### src/rtl/score_bcd_converter.sv
// Sequential double-dabble converter for the blackjack score, with bust flag.
// Optional LEADING_ZERO_BLANK_EN: leading zero digits output as 4'hF (blank).
module score_bcd_converter #(
    parameter int IN_WIDTH   = 6,
    parameter int DIGITS     = 2,
    parameter int BUST_LIMIT = 21
) (
    input  logic                  clk,
    input  logic                  reset,
    input  logic                  start,
    input  logic [IN_WIDTH-1:0]   score,
    output logic                  busy,
    output logic                  done,
    output logic [4*DIGITS-1:0]   bcd_out,
    output logic                  bust
);

    localparam int SW = 4 * DIGITS;
    localparam int CW = $clog2(IN_WIDTH + 1);
    localparam logic [CW-1:0] LAST = CW'(IN_WIDTH - 1);
    localparam logic [31:0] LIMIT = BUST_LIMIT;
`ifdef LEADING_ZERO_BLANK_EN
    localparam logic [SW-1:0] RST_BCD = {{(DIGITS-1){4'hF}}, 4'h0};
`else
    localparam logic [SW-1:0] RST_BCD = '0;
`endif

    typedef enum logic [1:0] {IDLE, CONVERT, DONE} state_t;

    state_t                state, state_nx;
    logic [IN_WIDTH-1:0]   shift_q, shift_nx;
    logic [SW-1:0]         scratch_q, scratch_nx;
    logic [CW-1:0]         cnt_q, cnt_nx;
    logic                  pend_q, pend_nx;
    logic [SW-1:0]         bcd_nx;
    logic                  bust_nx;
    logic [SW-1:0]         adj;
    logic [SW-1:0]         shifted;
    logic [SW-1:0]         shown;
    logic                  lead;

    assign busy = (state == CONVERT);
    assign done = (state == DONE);

    always_comb begin
        adj = scratch_q;
        for (int k = 0; k < DIGITS; k++) begin
            if (scratch_q[4*k +: 4] >= 4'd5)
                adj[4*k +: 4] = scratch_q[4*k +: 4] + 4'd3;
        end
        shifted = {adj[SW-2:0], shift_q[IN_WIDTH-1]};
        shown = shifted;
        lead = 1'b1;
`ifdef LEADING_ZERO_BLANK_EN
        // Walk down from the top digit; stop blanking at first nonzero.
        for (int k = DIGITS - 1; k >= 1; k--) begin
            if (lead && shifted[4*k +: 4] == 4'h0)
                shown[4*k +: 4] = 4'hF;
            else
                lead = 1'b0;
        end
`endif
    end

    always_comb begin
        state_nx   = state;
        shift_nx   = shift_q;
        scratch_nx = scratch_q;
        cnt_nx     = cnt_q;
        pend_nx    = pend_q;
        bcd_nx     = bcd_out;
        bust_nx    = bust;
        unique case (state)
            IDLE, DONE: begin
                if (start) begin
                    shift_nx   = score;
                    scratch_nx = '0;
                    cnt_nx     = '0;
                    pend_nx    = ({{(32-IN_WIDTH){1'b0}}, score} > LIMIT);
                    state_nx   = CONVERT;
                end else begin
                    state_nx = IDLE;
                end
            end
            CONVERT: begin
                scratch_nx = shifted;
                shift_nx   = shift_q << 1;
                cnt_nx     = cnt_q + CW'(1);
                if (cnt_q == LAST) begin
                    state_nx = DONE;
                    bcd_nx   = shown;
                    bust_nx  = pend_q;
                end
            end
            default: state_nx = IDLE;
        endcase
    end

    always_ff @(posedge clk) begin
        if (reset) begin
            state     <= IDLE;
            shift_q   <= '0;
            scratch_q <= '0;
            cnt_q     <= '0;
            pend_q    <= 1'b0;
            bcd_out   <= RST_BCD;
            bust      <= 1'b0;
        end else begin
            state     <= state_nx;
            shift_q   <= shift_nx;
            scratch_q <= scratch_nx;
            cnt_q     <= cnt_nx;
            pend_q    <= pend_nx;
            bcd_out   <= bcd_nx;
            bust      <= bust_nx;
        end
    end

endmodule

### config.mk
export PLATFORM = sky130hd
export DESIGN_NAME = score_bcd_converter
export DESIGN_NICKNAME = d
export VERILOG_FILES = /design/src/rtl/score_bcd_converter.sv
export SDC_FILE = /design/constraint.sdc
export NUM_CORES = 1
export LEC_CHECK = 0
export CORE_MARGIN = 4
export CORE_UTILIZATION = 52
export DETAILED_ROUTE_END_ITERATION = 6
export PLACE_DENSITY = 0.76
export SLEW_MARGIN = 10
export SYNTH_ARGS = -nofsm -noshare
export SYNTH_HDL_FRONTEND = slang
export SYNTH_SLANG_ARGS = --single-unit
### constraint.sdc
create_clock -name clk -period 1.7 [get_ports clk]
set_input_delay 0.34 -clock clk [delete_from_list [all_inputs] [get_ports clk]]
set_output_delay 0.34 -clock clk [all_outputs]
set_load 0.01 [all_outputs]
Fig. 1: cell placement
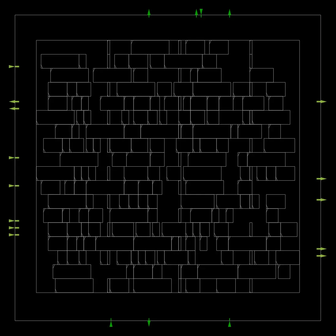
FILL cells: 221
sequential cell count of the final layout: 29
count of standard-cell rows: 18

Fig. 2: sequential cells grouped by signal name
(4 px per um) Other sequential cells in the stronger gray, the rest of the logic in the fainter gray.
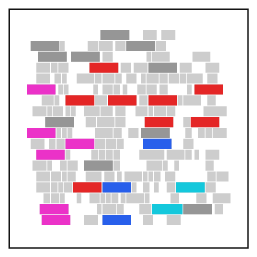
- blue: cnt_q (sequential cells 3)
- red: scratch_q (sequential cells 8)
- magenta: shift_q (sequential cells 6)
- cyan: state (sequential cells 2)
- not colored: 10
power of the sequential group: 715 uW
sequential portion of the cell area: 0.353
Core Util, Final: 0.659
Flop area: 582 um^2

Fig. 3: routed clock nets over the placement
(4 px per um)
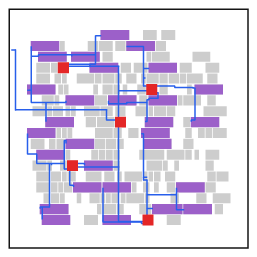
- red: clock drivers (count 5)
- purple: flip-flops (count 29)
- blue: clock wires (length 360 um)
- routed clock nets: 6

==> run notes <==
Item: results of the latest flow run.

- The number of nets in the synthesized netlist is between 150 and 200.
- The family of cells with the greatest summed delay on the critical path is multiplexers.
- The power report puts the net switching power at 325 uW.
- For this run, the number of standard cells in the final layout without fillers is 207.
- Per the slew report, the remaining headroom to the max-slew limit stands at 0.726.
- Together, buffers and inverters on the worst path number 1.
- The power report attributes to the clock group a share of 0.311.
- The biggest fanout along the worst timing path is 5.
- The area of combinational cells with multiple inputs is 711 um^2.
- Per the OpenROAD power report, leakage power amounts to 0.000610 uW.
- The area overhead of the layout relative to synthesis is 20.4%.
- The synthesized netlist contains 38 unique library cells.
- The count of endpoints failing hold in the final timing report is 0.
- Per the placement log, port buffering inserted 19 buffers.
- The worst setup path is captured at a flop.
- The maximum root-to-sink buffer count is 2.
- The portion of synthesized cell area occupied by the leading cell type is 0.424.
- The worst setup path is launched from a flop.
- The type of the most critical hold path is reg -> reg.
- The relative contribution of sequential cells to total power is 0.570.
- The root cell of the clock tree is clkbuf_4.
- The setup TNS is 0 ns.
- Of the total power, combinational logic draws 0.119.
- The synthesized netlist occupies a cell area of around 1400 um^2.
- The synthesized design contains 0 enable-type register cells.
- In this run, post-CTS hold repair placed 0 buffers.
- After technology mapping, the gate count stands at 153.
- The iteration count recorded for the first detailed-route pass is 4.
- The synthesized design spends more area on one cell type than any other, namely dfxtp_1.
- The residual DRC count is 0.
- Looking at the max-slew report, the worst-margin pin has a slew of 0.411 ns.
- The share of async-settable or async-resettable flops after synthesis is 0.
- The wire length per cell is 13.8 um.
- The largest net degree at the start of global routing is 16.
- The buffer count from post-CTS setup fixing is 0.
- The script logs the ratio of routed vias to standard cells as about 5.7.
- The DRC violation total after the first TritonRoute iteration is between 40 and 50.
- Counting flops and latches in the post-synthesis netlist gives 29.
- The via count of the first global-routing pass is 1110.
- The aggregate global-route resource usage is 0.194.
- Sorting the synthesized cells by area gives the leading types as dfxtp_1 (42%), ha_1 (5.5%), nor2_1 (5.2%), a21oi_1 (3.3%), nor3_1 (3.3%).
- The number of placed instances, taps included, is 199.
- The max-capacitance violation count is 0.
- Per STA, the worst path is made up of inv_1 -> ha_1 -> nand2b_1 -> a21oi_2 -> mux2_2 -> o31ai_2.
- The detailed router placed roughly 1.2k vias in this run.
- The part of the Yosys area used for sequential elements is 0.424.
- The placeable core area is 2500 um^2.
- A synthesized cell averages around 8.9 um^2.
- The final critical delay including setup and external delays is 1.60 ns.
- Per the final layout report, the fraction of cells sized above drive strength 1 comes to 0.136.
- The net switching fraction of the power is 0.259.
- The wire length of the first global-routing pass is 5.06 mm.
- The area of the die is 3520 um^2.
- The number of buffers added by the clock tree synthesis step is 5.
- Setup repair after global routing left no endpoint under its margin.
- The die is 59.3 um wide.
- The classification of the worst setup path is reg -> reg.
- Clock latency on the worst-skew pair, taken at its later pin, is roughly 0.32 ns.
- Looking at the critical path, the single cell with the biggest stage delay is mux2_2.
- From the final report, the count of setup violators was given as 0.
- The clock slew at the register clock pins of the worst setup and hold paths is 0.08 ns.
- The flow ran to the end, and the final reports show no timing, DRC or antenna violations.
- In the finished design, the share of the clock period the worst path needs comes to 0.939.
- For the worst setup path, the data required time is roughly 1.9 ns.
- The commonest cells after synthesis are dfxtp_1 (29), nor2_1 (19), nand2_1 (10), a21oi_1 (9), nor3_1 (9).
- Looking at the cell usage after synthesis, the top flip-flop cell is dfxtp_1.
- The number of antenna violations at the first check in global routing came to 0.
- Detailed placement ended at an HPWL of 2.01 mm.
- The peak supply drop is 0.584 mV.
- Yosys printed 0 warnings.
- The number of H-tree levels is 2.
- The achievable frequency is 0.626 GHz.
- The internal power is 929 uW.
- The boundary pin count is 20.
- The cell with the most instances after synthesis is dfxtp_1.
- The power per unit of standard cell area is 761 nW/um^2.
- The final timing report lists clock skew as 0.00592 ns.
- Global routing finished with a remaining overflow of 0.
- The number of warnings reported in the stage logs is 29.
- The report lists the number of cells resized after CTS as 2.
- The OpenROAD report gives the critical path a data arrival time of roughly 1.8 ns.
- RePlAce ended its routability-driven mode at a weighted congestion of roughly 0.75.
- The number of inserted diodes is 0.
- The CTS sink count is 29.
- The CTS tree is done.
- After synthesis, the chip area reported by Yosys is 1370 um^2.
- The height of the die is 59.3 um.
- The number of nets in the final layout is 191.
- The final count of pins violating max slew is 0.
- The remaining antenna violation count is 0.
- For this run, the slowest stage of the critical path takes between 0.3 and 0.4 ns.
- The initial core utilization is 0.548.
- The total cells reported by yosys after synthesis is 153.
- The routed wire length is roughly 2.9 mm.
worst register-to-register path: cells and delay by family, from the launching register on:
| kind | cells | cell delay, ns |
|---|---|---|
| AND-OR/OR-AND | 2 | 0.35 |
| buffers and inverters | 1 | 0.10 |
| flip-flops | 1 | 0.35 |
| adder cells (fa/ha/maj) | 1 | 0.23 |
| multiplexers | 1 | 0.37 |
| AND/OR/NAND/NOR | 1 | 0.11 |
worst paths after layout:
path | from | end | slack (ns) | cells past startpoint
max | scratch_q[0] | bcd_out[2] | 0.10 | 6
min | pend_q | bust | 0.47 | 2
max reg2reg | scratch_q[0] | bcd_out[2] | 0.10 | 6
min reg2reg | pend_q | bust | 0.47 | 2
final cells by class:
type,count,share of cell area
Multi-Input combinational cell,108,0.431
Tap cell,30,0.0228
Clock buffer,8,0.0296
Timing Repair Buffer,26,0.148
Inverter,6,0.0152
Sequential cell,29,0.353
layer usage:
metal | wire length, um | part of all wire | up-vias | track usage
met5 | 0 | 0 | - | 0
met3 | 139 | 0.049 | 7 | 0.0588
li1 | - | - | 594 | -
met4 | 53 | 0.019 | 0 | 0.0874
met2 | 1440 | 0.50 | 26 | 0.314
met1 | 1220 | 0.43 | 558 | 0.234
through the flow:
step | power (uW) | util | worst slack (ns) | hold slack, ns | area (um^2)
3_5_place_dp | 880 | 0.634 | 0.0909 | 0.457 | 1590
2_1_floorplan | 830 | - | 0.205 | 0.432 | 1370
6_report | 1250 | 0.659 | 0.103 | 0.473 | 1650
3_3_place_gp | 874 | 0.634 | 0.119 | 0.452 | 1590
5_1_grt | 1330 | 0.659 | 0.00838 | 0.516 | 1650
4_1_cts | 1270 | 0.654 | 0.0314 | 0.473 | 1630
cell families after synthesis:
| family | Yosys count | share of synthesized area |
|---|---|---|
| buffers and inverters | 16 | 0.0649 |
| adder cells (fa/ha/maj) | 6 | 0.0548 |
| flip-flops | 29 | 0.424 |
| multiplexers | 2 | 0.0165 |
| XOR/XNOR | 2 | 0.0128 |
| AND-OR/OR-AND | 34 | 0.171 |
| AND/OR/NAND/NOR | 64 | 0.256 |
layout by cell type, fill, tap and decap left out, drive strengths merged, types with 2 or more instances in the layout:
cell type and instances:
nand3 3, inv 6, clkbuf 8, nand4b 2
nand2b 6, o31ai 3, nand3b 3, a22oi 2
dfxtp 29, nor3b 4, nor3 9, clkdlybuf4s50 17
nor2 21, buf 7, nand2 10, mux2 2
a211o 2, a211oi 4, a21oi 10, o21ai 6
nor2b 2, nor4 3, ha 6, o22ai 4
sequential cells by signal (all words and copies together) (netlist names):
register / count
pend_q: 1
bust: 1
cnt_q: 3
state: 2
shift_q: 6
bcd_out: 8
scratch_q: 8
power groups by stage:
stage	Clock [uW]	Combinational [uW]	Sequential (uW)
final	390	149	715
after global routing	445	166	719
after CTS	403	149	715
after detailed placement	0	150	730
after global placement	0	145	729
after floorplan	0	104	726
Power figures rest on the tool's default switching activity, not on a simulated workload.
